$ cat config.mk
export PLATFORM = sky130hd
export DESIGN_NAME = pulse_sync_mc
export DESIGN_NICKNAME = d
export VERILOG_FILES = /design/src/rtl/pulse_sync_pkg.sv /design/src/rtl/pulse_sync_mc_ch.sv /design/src/rtl/pulse_sync_mc.sv
export SDC_FILE = /design/constraint.sdc
export NUM_CORES = 1
export LEC_CHECK = 0
export CORE_MARGIN = 4
export CORE_UTILIZATION = 30
export DETAILED_ROUTE_END_ITERATION = 6
export HOLD_SLACK_MARGIN = 0.15
export PLACE_DENSITY_LB_ADDON = 0.15
export SLEW_MARGIN = 30
export SYNTH_ARGS = -nofsm -noshare
export SYNTH_HDL_FRONTEND = slang
export SYNTH_HIERARCHICAL = 1
export SYNTH_SLANG_ARGS = --single-unit
export TNS_END_PERCENT = 30
$ cat constraint.sdc
create_clock -name dst_clk -period 3.1 [get_ports dst_clk]
set_input_delay 0.62 -clock dst_clk [delete_from_list [all_inputs] [get_ports dst_clk]]
set_output_delay 0.62 -clock dst_clk [all_outputs]
set_load 0.05 [all_outputs]
$ cat src/rtl/pulse_sync_pkg.sv
// Shared helpers for the multi-channel toggle synchronizer: the channel-index
// width function and the parameter legality check used at elaboration.
package pulse_sync_pkg;

   // Width of a channel index; a single channel still needs one bit.
   function automatic int unsigned ch_w(input int unsigned n);
      int unsigned w;
      w = 1;
      if (n > 1) begin
         w = int'($clog2(n));
      end
      return w;
   endfunction

   // True when the parameter set is within the supported ranges.
   function automatic bit params_ok(input int unsigned num_ch,
                                    input int unsigned depth,
                                    input int unsigned cnt_w,
                                    input int unsigned toggle_early);
      bit ok;
      ok = 1'b1;
      if (num_ch < 1 || num_ch > 32) ok = 1'b0;
      if (depth < 2 || depth > 4) ok = 1'b0;
      if (cnt_w < 1 || cnt_w > 8) ok = 1'b0;
      if (toggle_early > 1) ok = 1'b0;
      // Tapping one stage early still needs two stages ahead of the tap.
      if (toggle_early == 1 && depth < 3) ok = 1'b0;
      return ok;
   endfunction

endpackage

$ cat src/rtl/pulse_sync_mc_ch.sv
// One channel of pulse_sync_mc: DEPTH-stage synchronizer, edge detector and a
// saturating pending-event counter. o_drop flags an increment lost to
// saturation so the top can keep an overflow record.
module pulse_sync_mc_ch
   import pulse_sync_pkg::*;
#(
   parameter int unsigned DEPTH        = 2,
   parameter int unsigned CNT_W        = 4,
   parameter logic        RST_VAL      = 1'b0,
   parameter int unsigned TOGGLE_EARLY = 0
) (
   input  logic i_clk,
   input  logic i_rst,
   input  logic i_toggle,
   input  logic i_dec,
   output logic o_toggle,
   output logic o_pulse,
   output logic o_nz,
   output logic o_drop
);

   localparam int unsigned TAP = (TOGGLE_EARLY != 0 && DEPTH >= 3) ? DEPTH - 2 : DEPTH - 1;
   localparam logic [CNT_W-1:0] CNT_MAX = {CNT_W{1'b1}};

   logic [DEPTH-1:0] r_sync;
   logic             r_edge;
   logic [CNT_W-1:0] r_cnt;
   logic [CNT_W-1:0] w_cnt_nxt;
   logic             w_tap;
   logic             w_pulse;
   logic             w_drop;

   // Synchronizer chain and edge flop; bit 0 is the first stage.
   always_ff @(posedge i_clk) begin
      if (i_rst) begin
         r_sync <= {DEPTH{RST_VAL}};
         r_edge <= RST_VAL;
      end else begin
         r_sync <= {r_sync[DEPTH-2:0], i_toggle};
         r_edge <= w_tap;
      end
   end

   assign w_tap   = r_sync[TAP];
   assign w_pulse = w_tap ^ r_edge;

   // Counter next state: simultaneous increment and decrement cancel out.
   always_comb begin
      w_cnt_nxt = r_cnt;
      w_drop    = 1'b0;
      if (w_pulse && !i_dec) begin
         if (r_cnt == CNT_MAX) begin
            w_drop = 1'b1;
         end else begin
            w_cnt_nxt = r_cnt + CNT_W'(1);
         end
      end else if (!w_pulse && i_dec) begin
         w_cnt_nxt = r_cnt - CNT_W'(1);
      end
   end

   // Pending-event counter register.
   always_ff @(posedge i_clk) begin
      if (i_rst) begin
         r_cnt <= '0;
      end else begin
         r_cnt <= w_cnt_nxt;
      end
   end

   assign o_toggle = r_sync[DEPTH-1];
   assign o_pulse  = w_pulse;
   assign o_nz     = |r_cnt;
   assign o_drop   = w_drop;

endmodule

$ cat src/rtl/pulse_sync_mc.sv
// Multi-channel toggle-to-pulse synchronizer with a round-robin event queue.
// Each channel counts detected transitions; the top arbitrates among channels
// with pending events and presents one event at a time on m_valid/m_ch.
// Optional build macro: PULSE_SYNC_MC_OVF_EN adds sticky per-channel overflow
// flags (ovf, cleared by ovf_clr); without it ovf is tied low.
module pulse_sync_mc
   import pulse_sync_pkg::*;
#(
   parameter int unsigned NUM_CH       = 4,
   parameter int unsigned DEPTH        = 2,
   parameter int unsigned CNT_W        = 4,
   parameter logic        RST_VAL      = 1'b0,
   parameter int unsigned TOGGLE_EARLY = 0,
   localparam int unsigned CH_W        = ch_w(NUM_CH)
) (
   input  logic              dst_clk,
   input  logic              dst_rst,
   input  logic [NUM_CH-1:0] src_toggle,
   output logic [NUM_CH-1:0] dst_toggle,
   output logic [NUM_CH-1:0] dst_pulse,
   output logic              m_valid,
   input  logic              m_ready,
   output logic [CH_W-1:0]   m_ch,
   output logic              pend_any,
   output logic [NUM_CH-1:0] ovf,
   input  logic [NUM_CH-1:0] ovf_clr
);

   if (!params_ok(NUM_CH, DEPTH, CNT_W, TOGGLE_EARLY)) begin : g_param_err
      $error("pulse_sync_mc: illegal parameter combination");
   end

   logic [NUM_CH-1:0] w_req;
   logic [NUM_CH-1:0] w_dec;
   logic [NUM_CH-1:0] w_drop;
   logic              w_load;
   logic              w_found;
   logic              w_found_hi;
   logic              w_found_lo;
   logic [CH_W-1:0]   w_win;
   logic [CH_W-1:0]   w_win_hi;
   logic [CH_W-1:0]   w_win_lo;
   logic [CH_W-1:0]   w_ptr_nxt;

   logic              r_valid;
   logic [CH_W-1:0]   r_ch;
   logic [CH_W-1:0]   r_ptr;

   for (genvar g = 0; g < NUM_CH; g++) begin : g_ch
      pulse_sync_mc_ch #(
         .DEPTH        (DEPTH),
         .CNT_W        (CNT_W),
         .RST_VAL      (RST_VAL),
         .TOGGLE_EARLY (TOGGLE_EARLY)
      ) u_ch (
         .i_clk    (dst_clk),
         .i_rst    (dst_rst),
         .i_toggle (src_toggle[g]),
         .i_dec    (w_dec[g]),
         .o_toggle (dst_toggle[g]),
         .o_pulse  (dst_pulse[g]),
         .o_nz     (w_req[g]),
         .o_drop   (w_drop[g])
      );

      assign w_dec[g] = w_load & w_found & (w_win == CH_W'(g));
   end

   // The output register takes a new event when empty or being accepted.
   assign w_load = !r_valid || m_ready;

   // Round-robin pick: lowest requester at or above r_ptr, else lowest overall.
   always_comb begin
      w_found_hi = 1'b0;
      w_found_lo = 1'b0;
      w_win_hi   = '0;
      w_win_lo   = '0;
      for (int i = int'(NUM_CH) - 1; i >= 0; i--) begin
         if (w_req[i] && (CH_W'(i) >= r_ptr)) begin
            w_found_hi = 1'b1;
            w_win_hi   = CH_W'(i);
         end
         if (w_req[i]) begin
            w_found_lo = 1'b1;
            w_win_lo   = CH_W'(i);
         end
      end
      w_found   = w_found_hi | w_found_lo;
      w_win     = w_found_hi ? w_win_hi : w_win_lo;
      w_ptr_nxt = (w_win == CH_W'(NUM_CH - 1)) ? '0 : w_win + CH_W'(1);
   end

   // Output register and arbitration pointer.
   always_ff @(posedge dst_clk) begin
      if (dst_rst) begin
         r_valid <= 1'b0;
         r_ch    <= '0;
         r_ptr   <= '0;
      end else if (w_load) begin
         r_valid <= w_found;
         if (w_found) begin
            r_ch  <= w_win;
            r_ptr <= w_ptr_nxt;
         end
      end
   end

   assign m_valid  = r_valid;
   assign m_ch     = r_ch;
   // The presented event has already left its counter, so include m_valid.
   assign pend_any = r_valid | (|w_req);

`ifdef PULSE_SYNC_MC_OVF_EN
   logic [NUM_CH-1:0] r_ovf;

   // Sticky overflow: a new drop wins over a same-cycle clear.
   always_ff @(posedge dst_clk) begin
      if (dst_rst) begin
         r_ovf <= '0;
      end else begin
         r_ovf <= (r_ovf & ~ovf_clr) | w_drop;
      end
   end

   assign ovf = r_ovf;
`else
   logic w_unused;
   assign w_unused = ^{ovf_clr, w_drop};
   assign ovf      = '0;
`endif

endmodule

Figure 1. Power grid (run 1).
Pins as bars on the die edge.
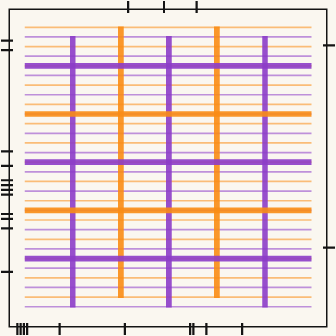
legend:
  purple:
    net: VSS
  orange:
    net: VDD
met4 straps: 5
rows: 29
met1 rails: 30

Figure 2. Placed cells, one color a class (run 1).
The bar under the picture is 20 µm long.
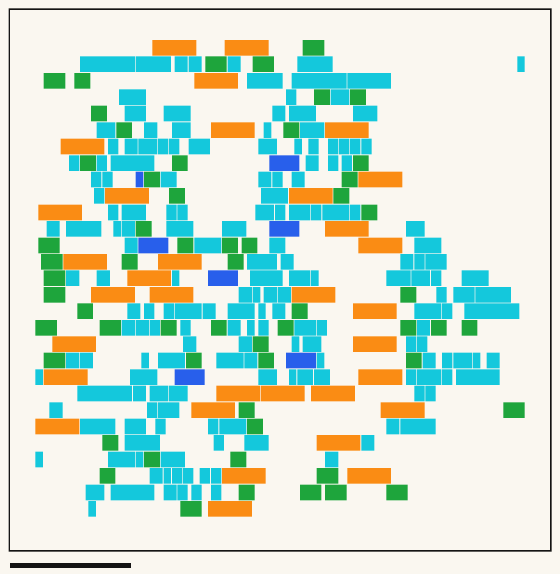
legend:
  blue:
    class: clock drivers and dummy loads
    cells: 7
    share_of_their_area: 3.2%
  green:
    class: other buffers and delay cells
    cells: 57
    share_of_their_area: 18%
  orange:
    class: flip-flops
    cells: 33
    share_of_their_area: 25%
  cyan:
    class: all other logic
    cells: 180
    share_of_their_area: 55%
Finished Cell Area: 2780 µm²
FP Rows: 29
fin util: 43.5%

==> changes_impl.md, run 1 <==
## Flow update

- Status: finished clean
- Final setup TNS: 0 ns
- Cells after Synth: around 210
- Clk buf depth: 2
- Worst-path clk slew: around 0.070 ns
- Vias in the first global route: approximately 1,700
- Final WS setup: between 0.15 and 0.2 ns
- Core box area: 6390 µm²
- Synthesized area: around 2000 µm²
- Iter 0 DRT Violations: around 75
- Final period utilization: 95.1%
- First-pass GRT wire length: 7650 µm
- CTS Hold Bufs: 0
- H-tree Lvls: 2
- Clock network power share: under 10%
- Antenna violations before repair: 0
- CTS tree: built
- DRT Pass-1 Iters: 4
- CP Capture Type: register
- Ports: 27
- Die X: around 89 µm
- Ys Warns: 6
- Root buf cell: clkbuf_8
- Late-Pin Clk Latency: about 0.28 ns
- Clk_skew: approximately 0.0043 ns
- Sw power: ~1.5 mW
- Setup CP Type: reg2reg
- Vias/cell: 4.97
- Max cap viols: 0
- Group drawing the most power: combinational logic
- Flop pwr share: about 18%
- Post-CTS Setup Bufs: 0
- Die Y: a little under 90 µm
- Leak Pwr: 1.06 nW
- # nets final: 304
- CP required: 3.25 ns
- Top Layout Cells: buf_4 (40), dfxtp_1 (33), nand3_1 (18)
- P_comb: roughly 2.5 mW
- Clock sinks: 33
- Most numerous logic cell after layout: buf_4
- Tmin final: 2.95 ns
- Layout fillers: around 630
- RSZ-0062 raised after global routing: true
- Total global routing overflow: 0
- CTS Buf Count: 5
- Die area: a little under 8000 µm²
- DRC Markers: 0
- DPL Wire Length: between 3000 and 4000 µm
- Ant. Diodes: 0
- Max VDD drop: between 0.5 and 0.6 mV
- Hold WS: 0.442 ns
- Clk. pwr: around 0.32 mW
- Pint: between 1.5 and 2 mW
- Layout cells sized above 1: 32.1%
- FF+latch area: approximately 660 µm²
- Gpl congestion: between 0.8 and 0.9
- Final hold vios: 0
- Startpoint types: register
- Final Max Tran Viols: 0
- Slew margin rel.: between 60% and 70%
- DP Worst Slack: -0.179 ns
- Comb power frac: 72.8%
- Synth-to-Final Area Change: 40.3%
- Hold/Removal Path Class: reg2reg
- CP arrival: roughly 3.1 ns
- FP Core Util: just over 30%
- Largest net degree at the start of global routing: 33
- Number of I/O port buffers: 18
- Post-route ant nets: 0
- Placed Area: approximately 2500 µm²
- Avg Inst Size Synth: between 9 and 10 µm²
- Tightest Pin Transition: a little under 0.5 ns
- Tally of OpenROAD warnings: 34
- Sw Share: 43.4%
- Max FO, Critical Path: 5
- Gate Area: 1440 µm²
- Seq group: 0.626 mW
- Final setup viols: 0
- Power Dens Cells: ~1300 nW/µm²
- Max Fclk: 0.339 GHz
Figure 3. Clock network drawn from the DEF (run 1).
The bar under the picture is 20 µm long.
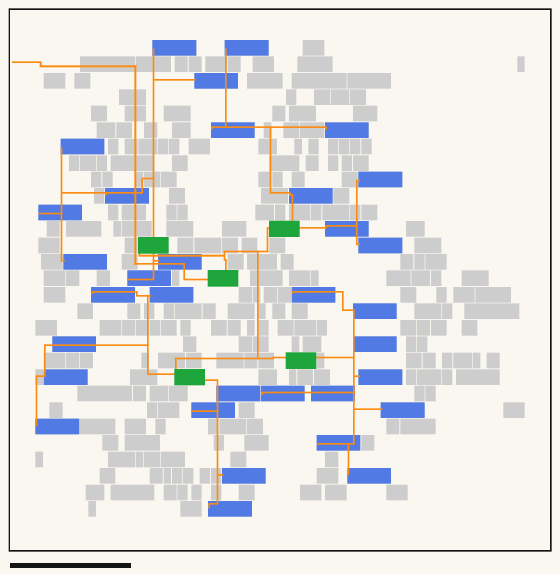
legend:
  blue:
    item: flip-flops
    count: 33
  green:
    item: cells driving clock nets
    count: 5
  orange:
    item: clock wires
    length: 475 µm
routed clock nets: 6

Figure 4. Wiring by layer (run 1).
Only two layers are drawn.
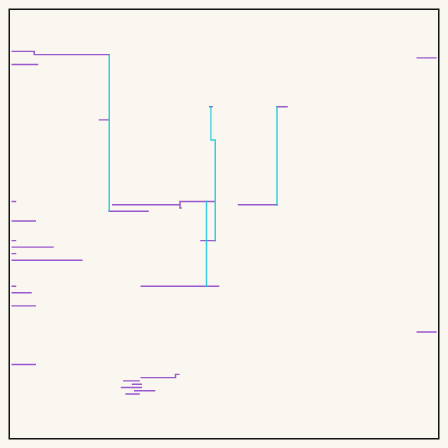
legend:
  cyan:
    layer: met4
    wire_length: 99.5 µm
  purple:
    layer: met3
    wire_length: 165 µm
Via Count: 1,760
All-Layer GR Usage: 12.0%
final WL: 4490 µm
drt wl/cell: 12.7 µm

## run 1: repair_timing
item	4_1_cts	5_1_grt
setup endpoints to repair	6	8
gates cloned	0	0
pin swaps	1	7
gates resized	9	20
## run 1: per-stage QoR
step	cells	power, mW
final	354	3.49
after detailed placement	347	2.88
after CTS	354	3.31
after global routing	354	3.82
after floorplan	217	2.02
after global placement	347	2.87
## run 1: per-layer routing
layer	vias to the layer above	share of wire, %	global-route usage (%)
met5	-	0	0
met4	0	2.2	4.33
met3	8	3.7	3.32
met2	38	48	19.6
met1	803	47	15.2
li1	911	-	-
## run 1: final cells by class
class                   count  area share (%)
repair buffers             57            17.0
multi-input cells         173            51.7
inverters                   7           0.947
clock buffers               7            3.11
well taps                  77            3.47
flip-flops and latches     33            23.8
## run 1: state kept, by name, indices dropped and copies added (netlist names)
name	cells
g_ch.u_ch/r_cnt	16
m_ch	2
r_ptr	2
m_valid	1
g_ch.u_ch/r_sync	8
g_ch.u_ch/r_edge	4
## run 1: final timing paths
path	from	endpoint	slack [ns]	cells after the start
max	g_ch[2].u_ch/r_cnt[2]	g_ch[1].u_ch/r_cnt[3]	0.15	14
max reg2reg	g_ch[2].u_ch/r_cnt[2]	g_ch[1].u_ch/r_cnt[3]	0.15	14
min reg2reg	g_ch[2].u_ch/r_sync[0]	g_ch[2].u_ch/r_sync[1]	0.44	1
min	g_ch[2].u_ch/r_sync[0]	g_ch[2].u_ch/r_sync[1]	0.44	1
## run 1: critical path, cell delays in order, from the launching register on
cell,delay (ns)
dfxtp_1,0.32
or4_4,0.58
nor2b_4,0.16
a221oi_2,0.28
or2_1,0.17
buf_4,0.10
ha_1,0.11
and3_1,0.14
inv_1,0.06
nand2_1,0.08
ha_1,0.29
a21oi_4,0.19
a211oi_2,0.09
mux2i_1,0.15
o311ai_1,0.11
## Run 2: what changed since run 1
--- a/config.mk
+++ b/config.mk
@@ -5,6 +5,7 @@
 export SDC_FILE = /design/constraint.sdc
 export NUM_CORES = 1
 export LEC_CHECK = 0
+export ABC_AREA = 1
 export CORE_MARGIN = 4
 export CORE_UTILIZATION = 30
 export DETAILED_ROUTE_END_ITERATION = 6
==> constraint.sdc (replaced) <==
create_clock -name dst_clk -period 2.7 [get_ports dst_clk]
set_input_delay 0.54 -clock dst_clk [delete_from_list [all_inputs] [get_ports dst_clk]]
set_output_delay 0.54 -clock dst_clk [all_outputs]
set_load 0.05 [all_outputs]
Figure 5. Wiring by layer (run 2).
Only two layers are drawn.
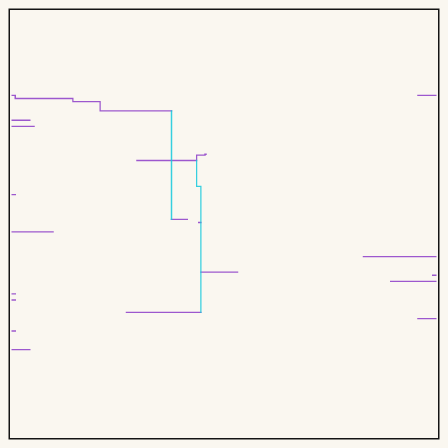
legend:
  cyan:
    layer: met4
    wire_length: 58.0 µm
  purple:
    layer: met3
    wire_length: 142 µm
drt wl/cell: 9.13 µm
final WL: 4240 µm
Via Count: 1,885
All-Layer GR Usage: 10.4%

==> run 2 against run 1 <==
Compared with the run above: die size grew 11%; fmax grew 17%; clock skew is 0.0033 ns higher; global-route usage fell by 1.6 points; setup slack gained 0.027 ns; sequential share of layout area fell by 1.3 points; largest cell class unchanged; design area is 6.3% higher; critical path depth up 3; non-clock buffer count fell by 9; combinational power decreased by 11%; worst hold slack worse by 0.042 ns; cell count is 31% higher; highest routed layer unchanged.
==> changes_impl.md, run 2 <==
## Flow update

- Status: finished clean
- CTS Buf Count: 5 (unchanged)
- Met1 Use GR: 14.3% (-0.87 points)
- Max VDD drop: 0.472 mV (-21%)
- Antenna violations before repair: 0 (unchanged)
- Power Dens Cells: 1120 nW/µm² (-11%)
- Met1 wire length: 2150 µm (+2.9%)
- Max cap viols: 0 (unchanged)
- Slew margin rel.: 66.5% (-0.29 points)
- DP Worst Slack: -0.0162 ns (+0.163 ns)
- Slowest stage delay, CP: 0.37 ns (-0.21 ns)
- Gr busiest metal: met2
- Most numerous logic cell after layout: nand2_1
- Met3 WL post-DR: 141 µm (-14%)
- CP required: 2.87 ns (-0.38 ns)
- Synthesized area: 2210 µm² (+12%)
- Max FFs per register: 16 (unchanged)
- Worst-path clk slew: 0.07 ns (about the same)
- Die X: 93.9 µm (+5.2%)
- Avg Inst Size Synth: 7.11 µm² (-23%)
- Number of I/O port buffers: 18 (unchanged)
- Clock sinks: 33 (unchanged)
- Total global routing overflow: 0 (unchanged)
- Leak Pwr: 1.34 nW (+26%)
- Final hold vios: 0 (unchanged)
- # nets final: 392 (+29%)
- DPL Wire Length: 3390 µm (+3.8%)
- Hold/Removal Path Class: reg2reg
- M3 GR Usage: 2.80% (-0.51 points)
- Setup CP Type: reg2reg
- Startpoint types: register
- Root buf cell: clkbuf_8
- Tightest Pin Transition: 0.502 ns (+0.00437 ns)
- Largest reg by FF count: g_ch.u_ch/r_cnt
- Iter 0 DRT Violations: 49 (-35%)
- Tmin final: 2.52 ns (-0.427 ns)
- Tally of OpenROAD warnings: 34 (unchanged)
- Post-route ant nets: 0 (unchanged)
- Critical Path Start: g_ch[0].u_ch/r_cnt[2]
- Buf+Inv Stages, Crit Path: 4 (+2)
- CP Capture Type: register
- Die Y: 93.9 µm (+5.2%)
- Late-Pin Clk Latency: 0.28 ns (about the same)
- FP Core Util: 30.7% (-0.31 points)
- RSZ-0062 raised after global routing: true
- Worst-path cell chain: nor2_2 > nand3_4 > a21oi_4 > nand3_1 > nand2_2 > inv_1 > ha_1 > inv_1 > nor2_4 > inv_2 > nand3_4 > buf_4 > fa_1 > xnor2_1 > nand2_1 > nand2_1 > nor2_1
- Final setup viols: 0 (unchanged)
- Top layer in use: met4
- Final Max Tran Viols: 0 (unchanged)
- HP Start: g_ch[0].u_ch/r_sync[0]
- Final Power: 3.30 mW (-5.5%)
- Crit-path leading delay family: simple AND/OR/NAND/NOR gates
- Die area: 8810 µm² (+11%)
- Top Layout Cells: nand2_1 (56), nor2_1 (53), inv_1 (40)
- R2R Path Start: g_ch[0].u_ch/r_cnt[2]
- Vias/cell: 4.06 (-18%)
- Largest net degree at the start of global routing: 12 (-64%)
- Ys Warns: 6 (unchanged)
- Met2 Use GR: 15.5% (-4.1 points)
- Max FO, Critical Path: 4 (-1)
- Clk_skew: 0.00763 ns (+0.00335 ns)
- Largest registers: g_ch.u_ch/r_cnt (16), g_ch.u_ch/r_sync (8), g_ch.u_ch/r_edge (4)
- Clk buf depth: 2 (unchanged)
- First-pass GRT wire length: 7340 µm (-4.0%)
- DRC Markers: 0 (unchanged)
- Final period utilization: 93.3% (-1.7 points)
- Layout fillers: 778 (+23%)
- Vias in the first global route: 1,713 (-0.12%)
- Final WS setup: 0.181 ns (+0.0273 ns)
- Gpl congestion: 0.729 (-11%)
- Ant. Diodes: 0 (unchanged)
- CP arrival: 2.69 ns (-0.41 ns)
- Ports: 27 (unchanged)
- Max Fclk: 0.397 GHz (+17%)
- DR WL met2: 1890 µm (-12%)
- CP max stage cell: fa_1
- DRT Pass-1 Iters: 4 (unchanged)
- Placed Area: 2720 µm² (+7.5%)
- H-tree Lvls: 2 (unchanged)
- Cells after Synth: 311 (+45%)
- Layout cells sized above 1: 32.3% (+0.20 points)
- CTS tree: built
- Synth-to-Final Area Change: 33.4%
Figure 6. Placed cells, one color a class (run 2).
The bar under the picture is 20 µm long.
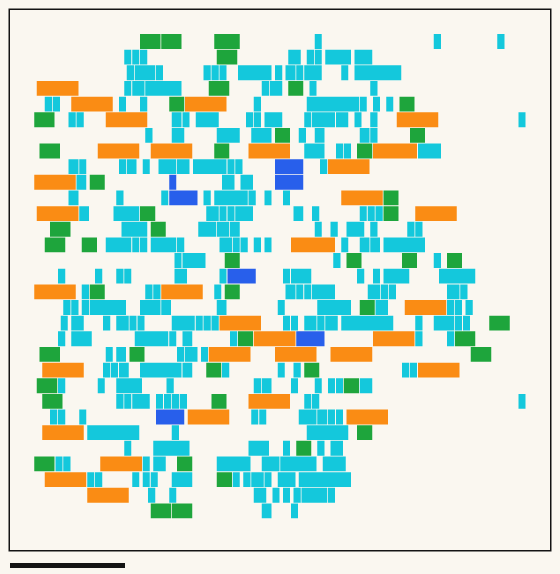
legend:
  cyan:
    class: all other logic
    cells: 277
    share_of_their_area: 59%
  green:
    class: other buffers and delay cells
    cells: 48
    share_of_their_area: 14%
  orange:
    class: flip-flops
    cells: 33
    share_of_their_area: 23%
  blue:
    class: clock drivers and dummy loads
    cells: 7
    share_of_their_area: 3.1%
fin util: 40.9%
fraction of area in registers: 22.5%
Finished Cell Area: 2950 µm²
FP Rows: 31
core box area: 7210 µm²

-- run 2: cell count changes in the layout (fill, tap and decap cells not counted), moves of 13 or more --
cell     before  now
nor2_1        6   53
nor2b_1      14    0
inv_2         1   16
nand2_1       2   56
nand2_2       4   17
inv_1         6   40
-- run 2: stage by stage --
stage / hold slack [ns] / cells / TNS, ns / utilization [%]
2_1_floorplan: 0.388 / 314 / 0 / -
3_3_place_gp: 0.390 / 456 / -0.000987 / 37.6
3_5_place_dp: 0.392 / 456 / -0.0162 / 37.6
4_1_cts: 0.403 / 463 / 0 / 38.9
5_1_grt: 0.431 / 464 / -0.217 / 40.9
6_report: 0.400 / 464 / 0 / 40.9
-- run 2: where the power goes --
part	internal, mW	leakage, nW	switching, mW
clock network	0.202	0.0443	0.171
registers	0.606	0.273	0.0719
logic	0.972	1.02	1.28
-- run 2: path summary, 6_finish.rpt --
path / slack (ns) / endpoint / depth (start not counted)
min: 0.40 / g_ch[0].u_ch/r_sync[1] / 2
min reg2reg: 0.40 / g_ch[0].u_ch/r_sync[1] / 2
max: 0.18 / g_ch[3].u_ch/r_cnt[2] / 17
max reg2reg: 0.18 / g_ch[3].u_ch/r_cnt[2] / 17
-- run 2: cell type report --
| class | count | area [µm²] | area share [%] |
|---|---|---|---|
| multi-input cells | 215 | 1430 | 48.6 |
| flip-flops and latches | 33 | 663 | 22.5 |
| repair buffers | 48 | 408 | 13.8 |
| inverters | 62 | 235 | 7.97 |
| well taps | 99 | 124 | 4.20 |
| clock buffers | 7 | 86.3 | 2.93 |
-- run 2: repair_timing --
| action | CTS | global route |
|---|---|---|
| pin swaps | 0 | 9 |
| gates resized | 2 | 30 |
| hold buffers | 0 | 0 |
| setup endpoints to repair | 1 | 11 |
| buffers inserted | 0 | 1 |
| hold endpoints to repair | 0 | 0 |
No activity file was given, so power comes from the tool's default toggle rates.
